Design pmod_adc_capture_flat, sky130hd; sources not shown.
Wire density map:
The die is cut into 16 by 10 equal tiles; black is low, pale yellow is high, scaled to the fullest tile. Values are wire area over tile area, all layers added.
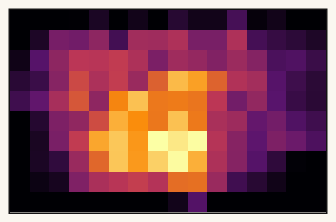
tiles over half the peak: 22%
emptiest ninth of the die: bottom right
mean over tiles: 0.17
nearly empty tiles: 20%
densest ninth of the die: middle
Overall Global Routing Usage: 0.207
Vias: 1,217
routed length per instance: 18.5 um

Clock network drawn from the DEF:
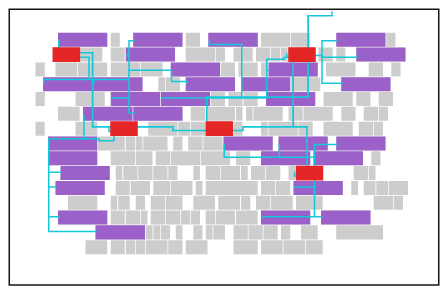
legend:
  clock wires:
    colour: cyan
    length: 381 um
  flip-flops:
    colour: purple
    count: 32
  clock-net drivers:
    colour: red
    count: 5
routed clock nets: 6
Late-Pin Clk Latency: 0.29 ns
Clk. pwr: 0.529 mW

A small window of the routed layout:
The bar under the picture is 10 um long. Region (27, 3) to (52, 28) um. Cells in grey, sequential cells in the stronger grey; small squares are vias.
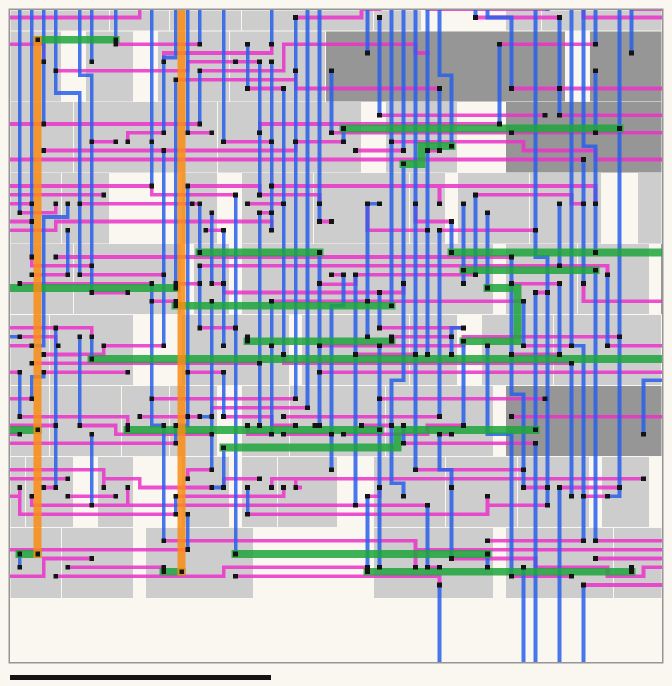
legend:
  M2:
    colour: blue
  M4:
    colour: orange
  M1:
    colour: magenta
  M3:
    colour: green
sequential cells in the window: 3
cells with their middle in the window: 52
most frequent: buf_4 (13), buf_6 (5), o21ai_0 (4)

Placement view:
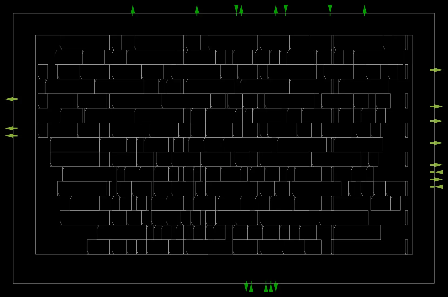
Core Area: 0.00287 sq mm
Layout fillers: 194
num rows: 15

Gate-type map:
The bar under the picture is 20 um long.
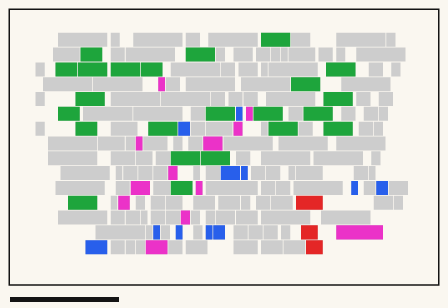
legend:
  nand cells:
    colour: blue
    cells: 11
  and/or cells:
    colour: red
    cells: 3
  nor cells:
    colour: magenta
    cells: 12
  mux cells:
    colour: green
    cells: 23
multi-input logic portion of the cell area: 0.333
Commonest Layout Cell: buf_4
Layout Cells excl Fill: 227

==> Slide: Implementation Results <==
Run Summary

Status
  – Outcome: finished with violations
  – Failing checks: setup timing

Critical path
  – CP max stage delay: ~0.51 ns
  – R2R cell count: 8
  – Critical Path End Type: output port
  – Crit Path Class: flop to output port

Layout
  – Share of cells above drive strength 1: 0.562
  – Sequential Area: approximately 800 sq um
  – Logic inverters: 8
  – Flip-flop count of the largest register after layout: 12
  – Multi-input gates: 74
  – Clk cell area share: 0.0417
  – Area growth from synthesis to layout: 39.0%
  – Clk_buf instances: 8
  – ANT cells: 0

Route
  – DR WL met3: roughly 270 um
  – Post-route ant nets: 0
  – Vias per cell: ~5.4
  – Uppermost layer routed: met4
  – Drt initial violations: roughly 120

Timing
  – Final setup violation count: 26
  – Hold_ws: about 0.45 ns
  – Worst Setup Slack, final: -0.558 ns
  – Setup_tns: -7.42 ns
  – Worst Clk Skew: around 0.0036 ns

Power and ir drop
  – Worst vdd ir: ~1.1 mV
  – Seq. pwr: between 1 and 1.5 mW
  – Gate power share: 0.532
  – Leakage Power: around 1.1 nW

Placed design
  – Placer Congestion: roughly 0.85

Worst hold path
  – Worst Hold Depth: 1

Flow run
  – Max Cap Viol: 0

Synth
  – Mean Syn Cell Area: ~13 sq um
  – Synthesized net count: ~130
  – Yosys chip area: between 0.0015 and 0.002 sq mm
  – Adder share: 0.00805
  – Mux area share: 0.208
  – Syn. warnings: 6
  – Aoi share: 0.105
  – Cells after synthesis: 119

Floorplan
  – Die Area: just under 0.004 sq mm
  – N_taps: 42
  – Die width: between 70 and 80 um
  – FP Util: 0.541

Clocking
  – CTS tree: done
  – H-tree levels: 2
  – PostCTS Resize Cnt: about 60
  – Clk root buf: clkbuf_8

Global routing
  – Largest net degree at the start of global routing: 16
No activity file was given, so power comes from the tool's default toggle rates.
